File: src/rtl/ntt_pkg.sv
// rtl/ntt_pkg.sv - shared types and sizing for the NTT bank scheduler
package ntt_pkg;
    localparam int NTT_DW      = 12;
    localparam int NTT_ADW     = 5;
    localparam int NTT_BFU_LAT = 4;

    localparam int N         = 1 << NTT_ADW;
    localparam int LOG_N     = NTT_ADW;
    localparam int STAGE_LEN = N + NTT_BFU_LAT;
    localparam int STAGE_W   = (LOG_N > 1) ? $clog2(LOG_N) : 1;

    typedef enum logic {
        IDLE = 1'b0,
        RUN  = 1'b1
    } state_t;

    typedef struct packed {
        logic               valid;
        logic [NTT_ADW-1:0] addr_a;
        logic [NTT_ADW-1:0] addr_b;
    } wb_entry_t;
endpackage

File: src/rtl/ntt_bank_sched_if.sv
// rtl/ntt_bank_sched_if.sv - coefficient bank ports and butterfly-unit handshake
interface ntt_bank_sched_if #(
    parameter int DATA_WIDTH = 12,
    parameter int ADW        = 5
);
    logic                  ram_we_a_o;
    logic                  ram_we_b_o;
    logic [ADW-1:0]        ram_addr_a_o;
    logic [ADW-1:0]        ram_addr_b_o;
    logic [DATA_WIDTH-1:0] ram_din_a_o;
    logic [DATA_WIDTH-1:0] ram_din_b_o;
    logic                  bf_valid_o;
    logic [ADW-2:0]        tw_idx_o;
    logic [DATA_WIDTH-1:0] bf_x_i;
    logic [DATA_WIDTH-1:0] bf_y_i;

    modport master (
        output ram_we_a_o, ram_we_b_o, ram_addr_a_o, ram_addr_b_o,
        output ram_din_a_o, ram_din_b_o, bf_valid_o, tw_idx_o,
        input  bf_x_i, bf_y_i
    );

    modport slave (
        input  ram_we_a_o, ram_we_b_o, ram_addr_a_o, ram_addr_b_o,
        input  ram_din_a_o, ram_din_b_o, bf_valid_o, tw_idx_o,
        output bf_x_i, bf_y_i
    );
endinterface

File: src/rtl/ntt_addr_gen.sv
// rtl/ntt_addr_gen.sv - maps (stage, butterfly) to in-place pair addresses and twiddle
module ntt_addr_gen #(
    parameter int ADW = 5,
    parameter int SW  = 3
) (
    input  logic [SW-1:0]  stage_i,
    input  logic [ADW-2:0] k_i,
    output logic [ADW-1:0] addr_a_o,
    output logic [ADW-1:0] addr_b_o,
    output logic [ADW-2:0] tw_o
);
    int unsigned    shift;
    logic [ADW-1:0] span;
    logic [ADW-1:0] kk;
    logic [ADW-1:0] g;
    logic [ADW-1:0] j;
    logic [ADW-1:0] tw_full;

    // span is a power of two, so divide/modulo reduce to shift/mask
    always_comb begin
        shift    = ADW - 1 - int'(stage_i);
        span     = ADW'(1) << shift;
        kk       = {1'b0, k_i};
        j        = kk & (span - ADW'(1));
        g        = kk >> shift;
        addr_a_o = (g << (shift + 1)) | j;
        addr_b_o = addr_a_o + span;
        tw_full  = j << stage_i;
        tw_o     = tw_full[ADW-2:0];
    end
endmodule

File: src/rtl/ntt_bank_sched.sv
// rtl/ntt_bank_sched.sv - in-place NTT sequencer for one dual-port coefficient bank
module ntt_bank_sched
    import ntt_pkg::*;
#(
    parameter int DATA_WIDTH = NTT_DW,
    parameter int ADW        = NTT_ADW,
    parameter int BFU_LAT    = NTT_BFU_LAT
) (
    input  logic                  clk_i,
    input  logic                  rst_i,
    input  logic                  start_i,
    output logic                  busy_o,
    output logic                  done_o,
    output logic [STAGE_W-1:0]    stage_o,
    input  logic                  host_we_i,
    input  logic [ADW-1:0]        host_addr_i,
    input  logic [DATA_WIDTH-1:0] host_din_i,
    ntt_bank_sched_if.master      bus
);
    localparam int SLEN  = N + BFU_LAT;
    localparam int CW    = $clog2(SLEN);
    localparam int DEPTH = 1 + BFU_LAT;

    if ((BFU_LAT % 2) != 0) begin : g_lat_chk
        $error("BFU_LAT must be even");
    end
    if (ADW != NTT_ADW) begin : g_adw_chk
        $error("ADW must match ntt_pkg::NTT_ADW");
    end

    state_t                state_q, state_d;
    logic [CW-1:0]         c_q, c_d;
    logic [STAGE_W-1:0]    s_q, s_d;
    logic                  done_q, done_d;
    logic                  vld_q;
    logic [ADW-2:0]        tw_q;
    logic [ADW-1:0]        aa_q, ab_q;
    wb_entry_t             pipe_q [DEPTH];

    logic                  rd;
    wb_entry_t             ent, wb;
    logic                  we_a, we_b;
    logic [ADW-1:0]        addr_a, addr_b;
    logic [DATA_WIDTH-1:0] din_a, din_b;
    logic [ADW-1:0]        gen_a, gen_b;
    logic [ADW-2:0]        gen_tw;

    ntt_addr_gen #(.ADW(ADW), .SW(STAGE_W)) u_addr_gen (
        .stage_i  (s_q),
        .k_i      (c_q[ADW-1:1]),
        .addr_a_o (gen_a),
        .addr_b_o (gen_b),
        .tw_o     (gen_tw)
    );

    always_comb begin
        state_d = state_q;
        c_d     = c_q;
        s_d     = s_q;
        done_d  = 1'b0;
        we_a    = 1'b0;
        we_b    = 1'b0;
        addr_a  = aa_q;
        addr_b  = ab_q;
        din_a   = '0;
        din_b   = '0;
        rd      = (state_q == RUN) && !c_q[0] && (c_q < CW'(N));
        ent.valid  = rd;
        ent.addr_a = gen_a;
        ent.addr_b = gen_b;
        wb      = pipe_q[DEPTH-1];

        case (state_q)
            IDLE: begin
                if (start_i) begin
                    state_d = RUN;
                    c_d     = '0;
                    s_d     = '0;
                end
            end
            RUN: begin
                if (c_q == CW'(SLEN - 1)) begin
                    c_d = '0;
                    if (s_q == STAGE_W'(LOG_N - 1)) begin
                        state_d = IDLE;
                        s_d     = '0;
                        done_d  = 1'b1;
                    end else begin
                        s_d = s_q + STAGE_W'(1);
                    end
                end else begin
                    c_d = c_q + CW'(1);
                end
            end
            default: state_d = IDLE;
        endcase

        // Reads sit on even c and write-backs on odd c, so they never collide
        if (rst_i) begin
            addr_a = '0;
            addr_b = '0;
        end else if (state_q == IDLE) begin
            we_a   = host_we_i;
            addr_a = host_addr_i;
            addr_b = '0;
            din_a  = host_din_i;
        end else if (rd) begin
            addr_a = gen_a;
            addr_b = gen_b;
        end else if (wb.valid) begin
            we_a   = 1'b1;
            we_b   = 1'b1;
            addr_a = wb.addr_a;
            addr_b = wb.addr_b;
            din_a  = bus.bf_x_i;
            din_b  = bus.bf_y_i;
        end
    end

    always_ff @(posedge clk_i) begin
        if (rst_i) begin
            state_q <= IDLE;
            c_q     <= '0;
            s_q     <= '0;
            done_q  <= 1'b0;
            vld_q   <= 1'b0;
            tw_q    <= '0;
            aa_q    <= '0;
            ab_q    <= '0;
            for (int i = 0; i < DEPTH; i++) pipe_q[i] <= '0;
        end else begin
            state_q <= state_d;
            c_q     <= c_d;
            s_q     <= s_d;
            done_q  <= done_d;
            vld_q   <= rd;
            if (rd) tw_q <= gen_tw;
            if (state_q == RUN) begin
                aa_q <= addr_a;
                ab_q <= addr_b;
            end
            pipe_q[0] <= ent;
            for (int i = 1; i < DEPTH; i++) pipe_q[i] <= pipe_q[i-1];
        end
    end

    assign busy_o           = (state_q == RUN);
    assign done_o           = done_q;
    assign stage_o          = s_q;
    assign bus.ram_we_a_o   = we_a;
    assign bus.ram_we_b_o   = we_b;
    assign bus.ram_addr_a_o = addr_a;
    assign bus.ram_addr_b_o = addr_b;
    assign bus.ram_din_a_o  = din_a;
    assign bus.ram_din_b_o  = din_b;
    assign bus.bf_valid_o   = vld_q;
    assign bus.tw_idx_o     = tw_q;
endmodule

File: src/flat_wrapper.sv
// flat-port wrapper written by rule: the top's interface ports become plain ports
module ntt_bank_sched_flat import ntt_pkg::*;
#(
    parameter int DATA_WIDTH = NTT_DW,
    parameter int ADW        = NTT_ADW,
    parameter int BFU_LAT    = NTT_BFU_LAT
)
  (clk_i, rst_i, start_i, busy_o, done_o, stage_o, host_we_i, host_addr_i, host_din_i, bus_ram_we_a_o, bus_ram_we_b_o, bus_ram_addr_a_o, bus_ram_addr_b_o, bus_ram_din_a_o, bus_ram_din_b_o, bus_bf_valid_o, bus_tw_idx_o, bus_bf_x_i, bus_bf_y_i);
  ntt_bank_sched_if #(.DATA_WIDTH(DATA_WIDTH), .ADW(ADW)) bus_i ();
  input  logic clk_i;
  input  logic rst_i;
  input  logic start_i;
  output logic busy_o;
  output logic done_o;
  output logic [STAGE_W-1:0] stage_o;
  input  logic host_we_i;
  input  logic [ADW-1:0] host_addr_i;
  input  logic [DATA_WIDTH-1:0] host_din_i;
  output wire logic [$bits(bus_i.ram_we_a_o)-1:0] bus_ram_we_a_o;
  output wire logic [$bits(bus_i.ram_we_b_o)-1:0] bus_ram_we_b_o;
  output wire logic [$bits(bus_i.ram_addr_a_o)-1:0] bus_ram_addr_a_o;
  output wire logic [$bits(bus_i.ram_addr_b_o)-1:0] bus_ram_addr_b_o;
  output wire logic [$bits(bus_i.ram_din_a_o)-1:0] bus_ram_din_a_o;
  output wire logic [$bits(bus_i.ram_din_b_o)-1:0] bus_ram_din_b_o;
  output wire logic [$bits(bus_i.bf_valid_o)-1:0] bus_bf_valid_o;
  output wire logic [$bits(bus_i.tw_idx_o)-1:0] bus_tw_idx_o;
  input wire logic [$bits(bus_i.bf_x_i)-1:0] bus_bf_x_i;
  input wire logic [$bits(bus_i.bf_y_i)-1:0] bus_bf_y_i;
  assign bus_ram_we_a_o = bus_i.ram_we_a_o;
  assign bus_ram_we_b_o = bus_i.ram_we_b_o;
  assign bus_ram_addr_a_o = bus_i.ram_addr_a_o;
  assign bus_ram_addr_b_o = bus_i.ram_addr_b_o;
  assign bus_ram_din_a_o = bus_i.ram_din_a_o;
  assign bus_ram_din_b_o = bus_i.ram_din_b_o;
  assign bus_bf_valid_o = bus_i.bf_valid_o;
  assign bus_tw_idx_o = bus_i.tw_idx_o;
  assign bus_i.bf_x_i = bus_bf_x_i;
  assign bus_i.bf_y_i = bus_bf_y_i;
  ntt_bank_sched #(.DATA_WIDTH(DATA_WIDTH), .ADW(ADW), .BFU_LAT(BFU_LAT)) u_core (.clk_i(clk_i), .rst_i(rst_i), .start_i(start_i), .busy_o(busy_o), .done_o(done_o), .stage_o(stage_o), .host_we_i(host_we_i), .host_addr_i(host_addr_i), .host_din_i(host_din_i), .bus(bus_i));
endmodule
File: config.mk
export PLATFORM = sky130hd
export DESIGN_NAME = ntt_bank_sched_flat
export DESIGN_NICKNAME = d
export VERILOG_FILES = /design/src/rtl/ntt_pkg.sv /design/src/rtl/ntt_bank_sched_if.sv /design/src/rtl/ntt_addr_gen.sv /design/src/rtl/ntt_bank_sched.sv /design/src/flat_wrapper.sv
export SDC_FILE = /design/constraint.sdc
export NUM_CORES = 1
export LEC_CHECK = 0
export ABC_AREA = 1
export CORE_UTILIZATION = 42
export DETAILED_ROUTE_END_ITERATION = 10
export GPL_TIMING_DRIVEN = 0
export MAX_ROUTING_LAYER = met4
export PLACE_DENSITY = 0.7
export SLEW_MARGIN = 5
export SYNTH_ARGS = -nofsm -noshare
export SYNTH_HDL_FRONTEND = slang
export SYNTH_SLANG_ARGS = --single-unit
File: constraint.sdc
create_clock -name clk_i -period 6.5 [get_ports clk_i]
set_input_delay 1.95 -clock clk_i [delete_from_list [all_inputs] [get_ports clk_i]]
set_output_delay 1.95 -clock clk_i [all_outputs]
set_load 0.005 [all_outputs]
==> GITHUB_STEP_SUMMARY, run 1 <==
## PnR job results

| Metric | Value |
|---|---|
| Combinational Area | `1670 um2` |
| CP bufs+invs | `4` |
| Met1 Use GR | `24.9%` |
| Synth Area in Adders | `4.95%` |
| Min Tclk post-route | `6.26 ns` |
| Design Area, Final | `5050 um2` |
| Setup bufs post-CTS | `5` |
| Synth Area in XOR/XNOR | `1.42%` |
| Filler instances | `777` |
| Top Metal Used | `met4` |
| Flops after synth | `80` |
| Top Family by Delay on Critical Path | `adder cells` |
| Worst EP required | `4.55 ns` |
| Flop area | `1610 um2` |
| CTS buffer count | `9` |
| Die Y | `95.8 um` |
| Top Layout Cells | `nor2_1 (107), inv_1 (94), clkdlybuf4s50_1 (88)` |
| Clk pwr share | `37.3%` |
| Logic pwr share | `10.2%` |
| Upper clock frequency limit | `0.160 GHz` |
| Power in the clock group | `0.355 mW` |
| Pin count of the biggest net entering global routing | `15` |
| CLK BUF | `10` |
| Worst EP arrival | `4.31 ns` |
| Pwr/cell area | `188 nW/um2` |
| FP Core Util | `44.1%` |
| Crit-path cells | `inv_2, ha_1, ha_1, buf_6, nand3_1, ha_1, inv_1, nor2_2, nand3_1, nor2_2, nand2_1, nand2_1, nand2_1, nand2_1, nand2_1, nand2_1, ha_1, xor2_1, o21ai_0, a31oi_1, clkdlybuf4s50_1` |
| Final RePlAce weighted congestion | `0.849` |
| PnR Total Power | `0.952 mW` |
| Routed met3 length | `886 um` |
| Non-clk bufs | `117` |
| Hold bufs inserted after CTS | `0` |
| MI comb cells | `318` |
| Synthesis Warnings | `0` |
| Post-Synthesis Cells | `522` |
| Htree depth | `3` |
| Top reg by flops | `u_core.pipe_q` |
| CTS resizes | `14` |
| Clock sink total | `80` |
| Placed insts | `716` |
| HPWL after detailed placement | `7.12 mm` |
| Comb pwr | `0.0970 mW` |
| Number of port buffers | `89` |
| Skew final | `0.0111 ns` |
| Inverter count | `105` |
| Status | `finished clean` |
| Clock tree buffer depth | `2` |
| Total core area | `8380 um2` |
| Tool warning count | `28` |
| Critical Path Sink Type | `output pin` |
| Layout net count | `690` |
| Clk slew on worst S/H paths | `0.08 ns` |
| Die span in x | `95.8 um` |
| Mapped Area | `3690 um2` |
| Max-capacitance violation count | `0` |
| Placed instance area | `4720 um2` |
| Net switching power | `0.225 mW` |
| Drt via density | `4.80` |
| Hold Path Class | `flip-flop to flip-flop` |
| GRT Total Usage | `21.4%` |
| Yosys top cell by area | `dfxtp_1` |
| DRC | `0` |
| Syn Nets | `581` |
| Max FFs per register | `55` |
| Clk latency late pin | `0.35 ns` |
| Synthesis area per yosys | `3690 um2` |
| Crit path largest cell delay | `0.56 ns` |
| Commonest non-fill, non-tap cell in the layout | `nor2_1` |
| Largest logic family | `simple AND/OR/NAND/NOR gates` |
| Final setup viols | `0` |
| FP Rows | `33` |
| Relative slew margins | `60.3%` |
| Sequential fraction of the synthesis area | `43.4%` |
| Initial antenna violation count | `0` |
| Well tap count | `105` |
| Sequential fraction of total cell area | `31.8%` |
| Mux frac, synth | `0%` |
| Total grt overflow | `0` |
| Dpl ws | `-0.155 ns` |
| Lkg Pwr | `2.21 nW` |
| Largest type area fraction | `43.4%` |
| Yosys cell count | `522` |
| Vias in the first global route | `3157` |
| Max FO, Critical Path | `8` |
| Post-route setup slack | `0.244 ns` |
| Max VDD drop | `102 uV` |
| Final hold slack | `0.397 ns` |
| Final slew viol count | `0` |
| Max power group | `sequential cells` |
| # diodes | `0` |
| Most used routing layer | `met2` |
[run 1: cells in the mapped netlist (all sizes together)]
cell type,number
xor2,4
a31oi,4
o21ai,27
o211ai,2
nor3,3
ha,13
xnor2,2
and2,1
nor2,115
a32oi,1
nand4,1
a32o,1
fa,1
nand2,81
buf,10
a21oi,19
clkinv,2
dfxtp,80
a22o,12
o2111ai,2
clkbuf,9
inv,103
nand3,27
a221oi,2
[run 1: final timing paths]
check	from	endpoint	slack (ns)	cells past startpoint
worst max-delay path	u_core.stage_o[1]	bus_ram_addr_b_o[2]	0.24	21
worst min-delay path	u_core.pipe_q[0][28]	u_core.pipe_q[0][39]	0.40	2
worst max register to register	u_core.stage_o[1]	u_core.ab_q[4]	2.81	26
worst min register to register	u_core.pipe_q[0][28]	u_core.pipe_q[0][39]	0.40	2
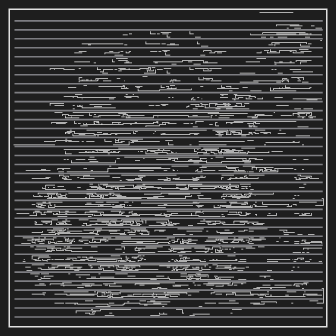
*Signal wires on met1, run 1*
Supply wires on this layer in grey.
The layer holds 42% of the routed length. The longest straight run is 44.2 um. 618 nets have wire on it. The layer carries 3960 um of wire.
vias post-DR: 3556
DRT Wirelength: 9.45 mm

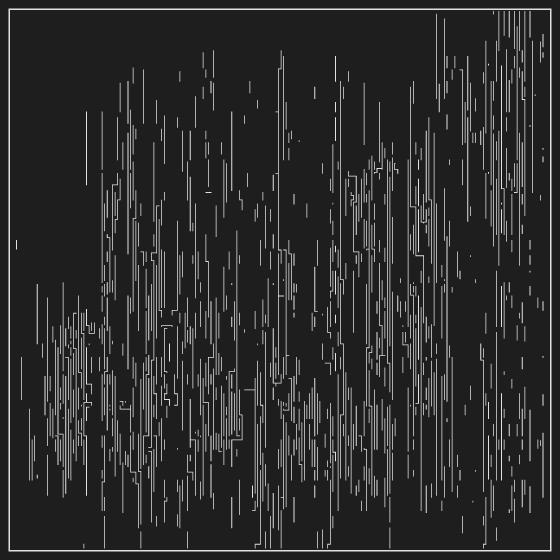
*M2 wires, run 1*
539 nets have wire on it. The longest straight run is 36.4 um. The layer holds 47% of the routed length. The layer carries 4480 um of wire. The wires run mostly vertical.

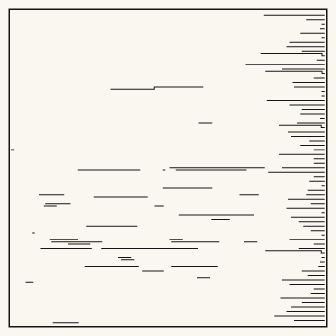
*M3 wires, run 1*
The layer holds 9.4% of the routed length. The longest straight run is 29.0 um.

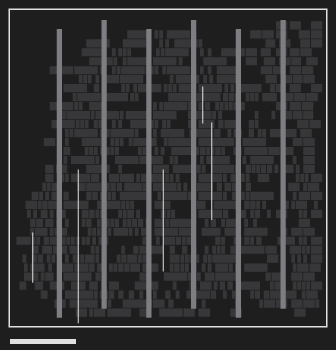
*Signal wires on met4, run 1*
Bar = 20 um. Supply wires on this layer in grey.
The wires run mostly vertical. The longest straight run is 46.2 um.

==> inputs of run 2 (changes only) <==
PLACE_DENSITY = 0.75   (was 0.7)
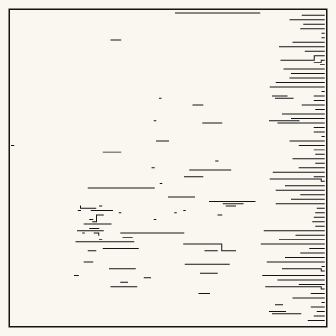
*M3 wires, run 2*
105 nets have wire on it. The layer carries 865 um of wire.
met3 Usage GRT: 4.27%
vias post-DR: 3688
DRT Wirelength: 10.5 mm

==> GITHUB_STEP_SUMMARY, run 2 <==
## PnR job results

| Metric | Value |
|---|---|
| Status | `finished clean` |
| Wire per inst | `14.2 um` |
| Area fraction in and, or, nand and nor cells | `25.6%` |
| Relative slew margins | `58.6% (-1.7 points)` |
| Largest logic family | `simple AND/OR/NAND/NOR gates` |
| Power in the clock group | `0.348 mW (-2%)` |
| Final setup viols | `0 (unchanged)` |
| Pin count of the biggest net entering global routing | `16 (+1)` |
| PnR Total Power | `0.948 mW (-0.45%)` |
| Final core utilization | `60.7%` |
| Post-Layout Cell Count | `742` |
| Synthesis area per yosys | `3690 um2 (unchanged)` |
| Hold Path Class | `flip-flop to flip-flop` |
| Syn Area/Cell | `7.08 um2` |
| Crit. Startpoint | `u_core.stage_o[0]` |
| Worst EP arrival | `4.30 ns (about the same)` |
| Largest regs | `u_core.pipe_q (55), u_core.c_q (6)` |
| Synth Area in XOR/XNOR | `1.42% (unchanged)` |
| Htree depth | `3 (unchanged)` |
| Die Y | `95.8 um (unchanged)` |
| Area delta synth->final | `37.8%` |
| Part of the power in registers | `52.7%` |
| Design Area, Final | `5090 um2 (+0.77%)` |
| EDFF count, synth | `0 (unchanged)` |
| CP bufs+invs | `5 (+1)` |
| Setup bufs post-CTS | `5 (unchanged)` |
| Compound-Gate Fraction of Synth Area | `11.8%` |
| Placed instance area | `4720 um2 (unchanged)` |
| First-pass GRT wire length | `15.8 mm` |
| Total core area | `8380 um2 (unchanged)` |
| Max power group | `sequential cells` |
| Clk latency late pin | `0.37 ns (+0.02 ns)` |
| CTS resizes | `18 (+4)` |
| Main synth FF type | `dfxtp_1` |
| Most used routing layer | `met2` |
| Clock tree buffer depth | `2 (unchanged)` |
| Hold EP | `u_core.pipe_q[0][41]` |
| Skew final | `0.00655 ns (-0.00455 ns)` |
| Cell area leaders | `dfxtp_1 (43%), nor2_1 (11%), inv_1 (9.8%), nand2_1 (7.7%), ha_1 (4.4%)` |
| RSZ-0062 raised after global routing | `no` |
| Max FO, Critical Path | `5 (-3)` |
| Filler instances | `741 (-4.6%)` |
| Synthesis Warnings | `0 (unchanged)` |
| Net switching power | `0.245 mW (+8.9%)` |
| Most frequent cell after synthesis | `nor2_1` |
| # IOs | `91` |
| Crit path largest cell delay | `0.56 ns (about the same)` |
| Worst hold path depth | `2 (unchanged)` |
| Met1 Use GR | `24.4% (-0.55 points)` |
| Layout net count | `691 (+0.14%)` |
| Max FFs per register | `55 (unchanged)` |
| Clk root buf | `clkbuf_8` |
| Top cells by count | `nor2_1 (111), inv_1 (96), dfxtp_1 (80)` |
| Setup_tns | `0 ns` |
| Largest type area fraction | `43.4% (unchanged)` |
| Final slew viol count | `0 (unchanged)` |
| Crit-path cells | `inv_2, ha_1, ha_1, buf_6, nand3_1, ha_1, inv_1, nor2_2, nand2_1, nor2_2, buf_4, nand3_1, nand2_1, nand2_1, nand2_1, nand2_1, nand2_1, ha_1, xor2_1, o21ai_0, a31oi_1, clkdlybuf4s50_1` |
| CP max-delay cell | `clkdlybuf4s50_1` |
| Commonest non-fill, non-tap cell in the layout | `nor2_1` |
| Setup slack, reg-to-reg | `2.82 ns (about the same)` |
| Flops after synth | `80 (unchanged)` |
| CP endpoint | `bus_ram_addr_b_o[2]` |
| Top Family by Delay on Critical Path | `adder cells` |
| Post-route setup slack | `0.254 ns (+0.0108 ns)` |
| Final hold violations | `0` |
| Placed insts | `716 (unchanged)` |
| Mux frac, synth | `0% (unchanged)` |
| Top Layout Cells | `nor2_1 (106), inv_1 (94), clkdlybuf4s50_1 (88)` |
| Final hold slack | `0.401 ns (+0.00364 ns)` |
| Synth Area in Adders | `4.95% (unchanged)` |
| Critical Path Sink Type | `output pin` |
| Comb pwr | `0.0998 mW (+2.9%)` |
| Drt via density | `4.97 (+3.6%)` |
| Pwr/cell area | `186 nW/um2 (-1.2%)` |
| HPWL after detailed placement | `7.73 mm (+8.6%)` |
| FF-to-FF End | `u_core.ab_q[4]` |
| Max VDD drop | `87.7 uV (-14%)` |
| Dpl ws | `-0.176 ns (-0.0203 ns)` |
| CTS tree | `yes` |
| Hold bufs inserted after CTS | `0 (unchanged)` |
| Crit start category | `flip-flop` |
| Clk pwr share | `36.8% (-0.5 points)` |
| Clock sink total | `80 (unchanged)` |
| Crit Path Category | `flip-flop to output pin` |
| Reg2Reg Depth | `28 (+7.7%)` |
| Tool warning count | `28 (unchanged)` |
| Worst Hold Launch | `u_core.pipe_q[0][30]` |
| Total grt overflow | `0 (unchanged)` |
| Clk slew on worst S/H paths | `0.09 ns (about the same)` |
| Net Sw Frac | `25.9%` |
| Number of port buffers | `89 (unchanged)` |
| Yosys top cell by area | `dfxtp_1` |
| Slew at the pin with the worst max-slew slack | `0.622 ns` |
| Detail Route Antenna Nets | `0` |
| # diodes | `0 (unchanged)` |
| Min Tclk post-route | `6.25 ns (-0.0108 ns)` |
| Crit share post-route | `96.1%` |
| Crit path depth | `22 (+4.8%)` |
| Mapped Area | `3690 um2 (unchanged)` |
| Final RePlAce weighted congestion | `0.874 (+2.9%)` |
| Worst EP required | `4.55 ns (about the same)` |
| Initial antenna violation count | `0 (unchanged)` |
| GRT Total Usage | `23.7% (+2.3 points)` |
| Syn Nets | `581 (unchanged)` |
| 1st-iter DRT viols | `188` |
| Synth async-reset ratio | `0% (unchanged)` |
| Lkg Pwr | `2.21 nW (-0.12%)` |
| Vias in the first global route | `3403 (+7.8%)` |
| FP Rows | `33 (unchanged)` |
| Share of cells above drive strength 1 | `11.9%` |
| CTS buffer count | `9 (unchanged)` |
| Worst r2r src | `u_core.stage_o[0]` |
| Logic pwr share | `10.5% (+0.3 points)` |
| Die Area | `9170 um2` |
| Yosys cell count | `522 (unchanged)` |
| Yosys cell types | `35` |
| Top reg by flops | `u_core.pipe_q` |
| Drt pass-1 iters | `4` |
| Crit-path most repeated cell | `nand2_1` |
| Max-capacitance violation count | `0 (unchanged)` |
| Die span in x | `95.8 um (unchanged)` |
| Upper clock frequency limit | `0.160 GHz (+0.17%)` |
| Routing usage on met2 | `41.7%` |
| Post-Synthesis Cells | `522 (unchanged)` |
| Sequential fraction of the synthesis area | `43.4% (unchanged)` |
| DRC | `0 (unchanged)` |
| Internal Power | `0.702 mW` |
| Seq. pwr | `0.499 mW` |
| FP Core Util | `44.1% (unchanged)` |
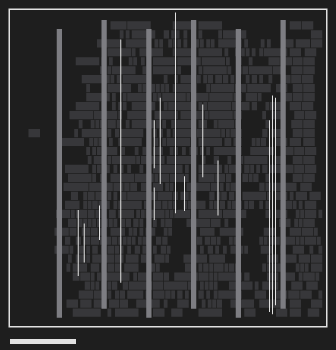
*Signal wires on met4, run 2*
Bar = 20 um. Supply wires on this layer in grey.
12 nets have wire on it. The layer holds 4.4% of the routed length.

[run 2: routing by layer]
| metal | wire (um) | vias up | share of wire (%) |
|---|---|---|---|
| met5 | 0 | - | 0 |
| met4 | 459 | 0 | 4.4 |
| met3 | 864 | 33 | 8.2 |
| met2 | 5020 | 154 | 48 |
| met1 | 4160 | 1679 | 40 |
| li1 | - | 1822 | - |
[run 2: area by class of cell]
cell class | instances | area [um2] | share of cell area, %
flip-flops and latches | 80 | 1610 | 31.6
multi-input cells | 318 | 1710 | 33.6
clock inverters | 6 | 51.3 | 1.01
repair buffers | 99 | 968 | 19.0
well taps | 105 | 131 | 2.58
inverters | 105 | 394 | 7.74
plain buffers | 19 | 88.8 | 1.74
clock buffers | 10 | 138 | 2.70
==> inputs of run 3 (changes only) <==
GPL_TIMING_DRIVEN = not set   (was 0)
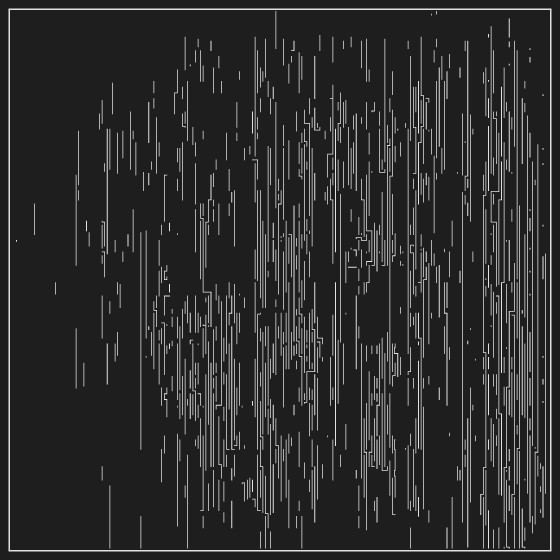
*M2 wires, run 3*
536 nets have wire on it. The layer holds 49% of the routed length. The layer carries 4640 um of wire. The longest straight run is 67.0 um.
routing usage on met2: 38.2%
vias post-DR: 3467
DRT Wirelength: 9.55 mm

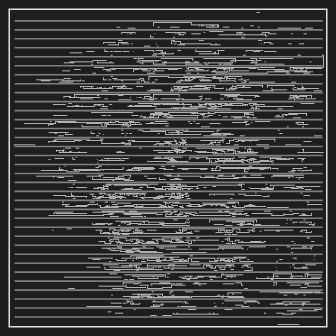
*Signal wires on met1, run 3*
Supply wires on this layer in grey.
587 nets have wire on it. The layer carries 3920 um of wire. The longest straight run is 28.1 um.

==> GITHUB_STEP_SUMMARY, run 3 <==
## PnR job results

| Metric | Value |
|---|---|
| Status | `finished clean` |
| Sequential fraction of the synthesis area | `43.4% (unchanged)` |
| FP Rows | `33 (unchanged)` |
| Top Layout Cells | `nor2_1 (107), inv_1 (94), clkdlybuf4s50_1 (89)` |
| Crit path largest cell delay | `0.49 ns (-0.07 ns)` |
| Hold EP | `u_core.pipe_q[0][49]` |
| FF-to-FF End | `u_core.ab_q[4]` |
| CTS tree | `yes` |
| Design Area, Final | `5000 um2 (-1.8%)` |
| Setup slack, reg-to-reg | `2.97 ns (+0.15 ns)` |
| Final slew viol count | `0 (unchanged)` |
| PnR Total Power | `0.990 mW (+4.5%)` |
| Syn Area/Cell | `7.08 um2 (unchanged)` |
| Main synth FF type | `dfxtp_1` |
| Non-clk bufs | `99 (-16%)` |
| Slew at the pin with the worst max-slew slack | `0.672 ns (+0.0506 ns)` |
| Synth Area in Adders | `4.95% (unchanged)` |
| Flop area | `1610 um2 (about the same)` |
| Clock buffers and inverters, area share | `4.33% (+0.62 points)` |
| Seq. pwr | `0.501 mW (about the same)` |
| CTS resizes | `3 (-15)` |
| Max FO, Critical Path | `8 (+3)` |
| Final RePlAce weighted congestion | `0.958 (+9.6%)` |
| Drt via density | `4.80 (-3.4%)` |
| CP max-delay cell | `clkdlybuf4s50_1` |
| Mapped Area | `3690 um2 (unchanged)` |
| Worst hold path depth | `2 (unchanged)` |
| Yosys cell count | `522 (unchanged)` |
| Reg2Reg Depth | `25 (-11%)` |
| GRT Total Usage | `21.8% (-1.9 points)` |
| Max-area cell class | `logic gates` |
| Synth async-reset ratio | `0% (unchanged)` |
| CP bufs+invs | `6 (+1)` |
| 1st-iter DRT viols | `238 (+27%)` |
| Pin count of the biggest net entering global routing | `72 (+56)` |
| Worst EP arrival | `4.31 ns (about the same)` |
| Critical Path Sink Type | `output pin` |
| Setup_tns | `0 ns (unchanged)` |
| Post-Layout Cell Count | `722 (-2.7%)` |
| Synth Area in XOR/XNOR | `1.42% (unchanged)` |
| Total core area | `8380 um2 (unchanged)` |
| Die span in x | `95.8 um (unchanged)` |
| Die Area | `9170 um2 (unchanged)` |
| FP Core Util | `44.1% (unchanged)` |
| Share of cells above drive strength 1 | `10.2% (-1.7 points)` |
| Max power group | `sequential cells` |
| Hold bufs inserted after CTS | `0 (unchanged)` |
| Area fraction in and, or, nand and nor cells | `25.6% (unchanged)` |
| Synthesis Warnings | `0 (unchanged)` |
| Relative slew margins | `55.2% (-3.4 points)` |
| Max VDD drop | `108 uV (+24%)` |
| Worst EP required | `4.55 ns (about the same)` |
| Well tap count | `105 (unchanged)` |
| Post-Synthesis Cells | `522 (unchanged)` |
| HPWL after detailed placement | `7.18 mm (-7.0%)` |
| CLK BUF | `9 (-1)` |
| DRC | `0 (unchanged)` |
| Top reg by flops | `u_core.pipe_q` |
| Power in the clock group | `0.395 mW (+14%)` |
| Yosys cell types | `35 (unchanged)` |
| Wire per inst | `13.2 um (-6.5%)` |
| Comb/total area | `33.6% (about the same)` |
| Initial antenna violation count | `0 (unchanged)` |
| First-pass GRT wire length | `14.5 mm (-8.3%)` |
| Upper clock frequency limit | `0.160 GHz (-0.18%)` |
| Total grt overflow | `0 (unchanged)` |
| Compound-Gate Fraction of Synth Area | `11.8% (unchanged)` |
| Final hold violations | `0 (unchanged)` |
| Max FFs per register | `55 (unchanged)` |
| MI comb cells | `318 (unchanged)` |
| Post-route setup slack | `0.243 ns (-0.0110 ns)` |
| Setup bufs post-CTS | `0 (-5)` |
| Clock tree buffer depth | `2 (unchanged)` |
| Detail Route Antenna Nets | `0 (unchanged)` |
[run 3: how the worst max path moves through the flow]
stage / start / end / slack, ns / cells past startpoint
final: u_core.stage_o[1] / bus_ram_addr_b_o[4] / 0.24 / 26
after global routing: u_core.stage_o[1] / bus_ram_addr_b_o[4] / -0.04 / 26
after CTS: u_core.stage_o[1] / bus_ram_addr_b_o[4] / 0.07 / 27
after detailed placement: u_core.stage_o[1] / bus_ram_addr_b_o[4] / 0.29 / 27
after global placement: u_core.stage_o[1] / bus_ram_addr_b_o[4] / 0.43 / 27
after floorplan: u_core.stage_o[0] / bus_ram_addr_b_o[4] / 0.96 / 27
[run 3: per-layer routing]
metal | track usage, % | part of all wire [%]
met2 | 38.2 | 49
met5 | - | 0
met3 | 4.50 | 8.5
met1 | 24.1 | 41
met4 | 9.08 | 1.8
Power and IR drop assume default switching activity.
